`config.mk`:
```
export PLATFORM = sky130hd
export DESIGN_NAME = mult_control_unit
export DESIGN_NICKNAME = d
export VERILOG_FILES = /design/src/rtl/mult_control_unit.sv
export SDC_FILE = /design/constraint.sdc
export NUM_CORES = 1
export LEC_CHECK = 0
export CORE_UTILIZATION = 32
export CTS_CLUSTER_SIZE = 20
export DETAILED_ROUTE_END_ITERATION = 10
export PLACE_DENSITY = 0.67
export RECOVER_POWER = 25
export SKIP_CTS_REPAIR_TIMING = 1
export SYNTH_ARGS = -nofsm -noshare
export SYNTH_HDL_FRONTEND = slang
export SYNTH_SLANG_ARGS = --single-unit
```
`constraint.sdc`:
```
create_clock -name clk -period 1.2 [get_ports clk]
set_input_delay 0.3 -clock clk [delete_from_list [all_inputs] [get_ports clk]]
set_output_delay 0.3 -clock clk [all_outputs]
set_load 0.01 [all_outputs]
```
`src/rtl/mult_control_unit.sv`:
```
// mult_control_unit
// Moore sequencing FSM for a shift-and-add mantissa multiplier.
// The state register is one-hot. Every strobe is registered and decoded
// from the next state, so the outputs are glitch-free and always match the
// state that is being entered.
// Optional macro CYCLE_LIMIT_EN adds a shift counter. With the counter, a
// multiply ends after WIDTH shifts even if the zero flag never asserts.
// Reset is asynchronous and active-low.

module mult_control_unit #(
    parameter int WIDTH = 24
) (
    input  logic clk,
    input  logic reset,
    input  logic start,
    input  logic lsb,
    input  logic zero,
    output logic init,
    output logic load,
    output logic clear,
    output logic shift,
    output logic out_en
);

    typedef enum logic [5:0] {
        IDLE  = 6'b000001,
        INIT  = 6'b000010,
        TEST  = 6'b000100,
        ADD   = 6'b001000,
        SHIFT = 6'b010000,
        DONE  = 6'b100000
    } state_t;

    state_t state;
    state_t state_next;
    logic   limit_hit;

    // A zero-width mantissa makes no sense for the counter or the datapath.
    generate
        if (WIDTH < 1) begin : g_bad_width
            $error("mult_control_unit: WIDTH must be at least 1");
        end
    endgenerate

`ifdef CYCLE_LIMIT_EN
    localparam int CNT_W = $clog2(WIDTH + 1);

    logic [CNT_W-1:0] count;

    // Shift counter: cleared when operands load, bumped once per SHIFT cycle.
    // The counter never passes WIDTH, because TEST leaves for DONE at WIDTH.
    always_ff @(posedge clk or negedge reset) begin
        if (!reset) begin
            count <= '0;
        end else if (state == INIT) begin
            count <= '0;
        end else if (state == SHIFT) begin
            count <= count + 1'b1;
        end
    end

    assign limit_hit = (count == CNT_W'(WIDTH));
`else
    assign limit_hit = 1'b0;
`endif

    // Next-state decode. Inputs are looked at only in IDLE, TEST and DONE.
    always_comb begin
        state_next = IDLE;
        case (state)
            IDLE:    state_next = start ? INIT : IDLE;
            INIT:    state_next = TEST;
            TEST: begin
                if (zero || limit_hit) begin
                    state_next = DONE;
                end else if (lsb) begin
                    state_next = ADD;
                end else begin
                    state_next = SHIFT;
                end
            end
            ADD:     state_next = SHIFT;
            SHIFT:   state_next = TEST;
            DONE:    state_next = start ? DONE : IDLE;
            default: state_next = IDLE;
        endcase
    end

    // State register and registered output strobes. The strobes are decoded
    // from the state being entered, so they line up with that state.
    always_ff @(posedge clk or negedge reset) begin
        if (!reset) begin
            state  <= IDLE;
            init   <= 1'b0;
            clear  <= 1'b0;
            load   <= 1'b0;
            shift  <= 1'b0;
            out_en <= 1'b0;
        end else begin
            state  <= state_next;
            init   <= (state_next == INIT);
            clear  <= (state_next == INIT);
            load   <= (state_next == ADD);
            shift  <= (state_next == SHIFT);
            out_en <= (state_next == DONE);
        end
    end

endmodule

```
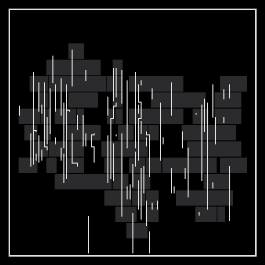
layer_met2.png
Drawn at 6 px/um. Cells faint in the background.
- longest straight run: 17.7 um
- main direction: vertical
- share of all routed wire: 44%
- wire length on this layer: 393 um
- nets with wire on the layer: 52
met2 track demand over resource in global routing: 0.219
number of vias after detailed routing: 359
sum of routed wire length over all layers: 892 um

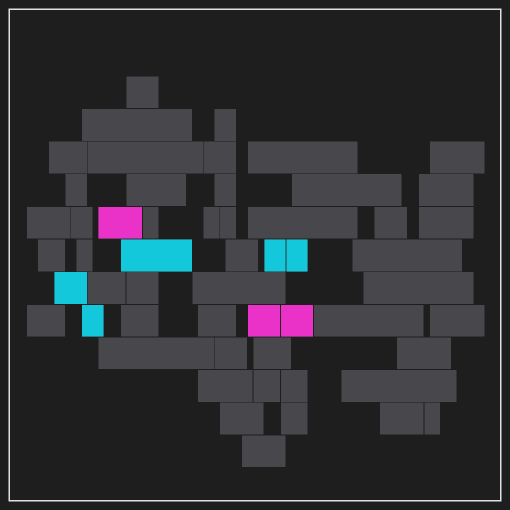
logic_types.png
Drawn at 12 px/um.
- aoi and oai cells: cyan (cells 5; most used o21ai_0)
- non-inverting ao/oa cells: magenta (cells 3; most used o21a_1)
multi-input gate share of total cell area: 0.313
Post-Layout Cell Count: 70
most frequent standard cell in the layout excluding fill and tap cells: dfrtp_1

==> impl.org <==
#+TITLE: Synthesis and PnR summary

** Status
- Result of the run :: completed

** Global routing
- Number of antenna violations at the first check in global routing :: 0
- The first global-routing pass estimated 1560 um of wire.
- The number of global-route vias before repair was 356.
- Per the GRT congestion report, total overflow comes to 0.
- For met1 alone, demand over resource in global routing was 0.193.

** Finish
- In the final layout, the clock buffer count is 4.
- Antenna Diode Count :: 0
- Most numerous logic cells after layout :: 7 x dfrtp_1, 5 x dlymetal6s2s_1
- Finished Cell Area :: 648 um2
- The finished layout reports a core utilization of 0.480.
- Count of multi-input gates :: 26
- Clock-cell share :: 0.0560
- Measured on the final layout, buffering overhead outside the clock network stands at 0.199.
- Registers represent a cell area share of 0.392.
- Combinational gate area :: ~200 um2
- Inverters, non-clock :: 2
- Most flops, register :: state

** Final timing
- The final timing report lists clock skew as 0.00436 ns.
- RSZ-0062 raised after global routing :: true
- The final timing report counts setup violations totalling 0.
- Setup total negative slack on the finished layout was measured at 0 ns.
- Hold violation count in the final report :: 0
- Post-layout period usage of the worst path :: 0.954
- Final worst-path setup slack :: 0.0550 ns
- The final max-slew violation count recorded for this run is 0.

** CTS
- Number of H-tree levels :: 1
- Per the skew report, the later register of the worst-skew pair sees a clock latency of 0.27 ns.
- The root buffer cell chosen for the clock tree is clkbuf_4.
- CTS saw 10 sinks.
- Clk pin slew, worst setup/hold paths :: 0.07 ns

** Floorplanning
- The initialized floorplan defines 13 standard-cell rows.
- Number of tap instances :: 15
- CORE AREA :: 1350 um2
- Measured along the y axis, the die boundary spans 40.9 um.
- The die is 40.9 um wide.

** Placement
- Cell total after placement :: 66
- Placed wire-length estimate after detailed placement :: between 600 and 700 um
- IO buf count :: 9

** Logic synthesis
- Yosys reports that the most numerous cell types are 9 x dfrtp_1, 3 x nor3_1, 3 x o21ai_0.
- AND-OR/OR-AND Cells, Area Fraction :: 0.132
- Post-Syn Area :: 483 um2
- Yosys stat chip area :: 483 um2
- Of all cell types, the one taking the most synthesized area is dfrtp_1.
- Yosys reported a register bit count of 10.
- Yosys printed 0 warnings.
- Count of library flops with an enable pin :: 0
- Dominant combinational cell family by area after synthesis :: simple AND/OR/NAND/NOR gates
- Gate count after technology mapping :: 41
- Xor and xnor fraction of the mapped netlist area :: 0.0363
- Synthesis produced a netlist with a net count of around 46.
- Top flip-flop cell by instance count after synthesis :: dfrtp_1
- For reference, the top cells by area after synthesis are dfrtp_1 47%, dfstp_2 5.4%, nor4_4 4.4%.
- Share of Yosys cell area claimed by the top area cell type :: 0.466

** Drt
- Summed over all nets, wire length on met2 after detailed routing comes to a little under 400 um.
- Wire segments on met3 add up to roughly 60 um in the final route.
- DRC violations left :: 0
- In the routed layout, each cell is associated on average with a via count of 5.13.
- Number of nets with antenna violations after routing :: 0

** Critical path
- Combined buffer and inverter count along the critical path :: 0
- Per STA, the worst path accumulates the most delay in the family AND-OR/OR-AND gates.
- Kind of capture point of the worst setup path :: flop
- In this run the register-to-register setup slack is 0.06 ns.
- The report puts the cell count of the worst reg-to-reg path at 3.
- The timing report gives the biggest stage delay along the critical path as around 0.46 ns.

** Pwr
- Switching share of power :: 0.312
- Cell internal power was estimated by the tool at 751 uW.
- Sw Pwr :: 340 uW
- Sequential power share :: 0.463

** Job
- Number of logged tool warnings :: 27
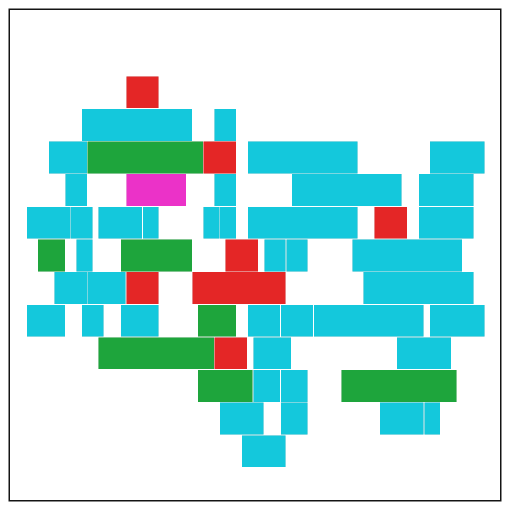
sizes.png
Drawn at 12 px/um.
- _6 and larger: magenta (cells 1)
- _0 and _1 cells: cyan (cells 40)
- _3 and _4 cells: red (cells 7)
- _2 cells: green (cells 7)
area overhead of the layout relative to synthesis: 34.2%
Repair and plain buffers: 13

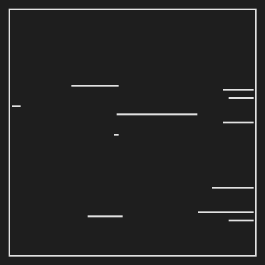
layer_met3.png
Drawn at 6 px/um.
- longest straight run: 13.1 um
- nets with wire on the layer: 9
- main direction: horizontal
met3 Track Usage GR: 0.0652

Power figures rest on the tool's default switching activity, not on a simulated workload.
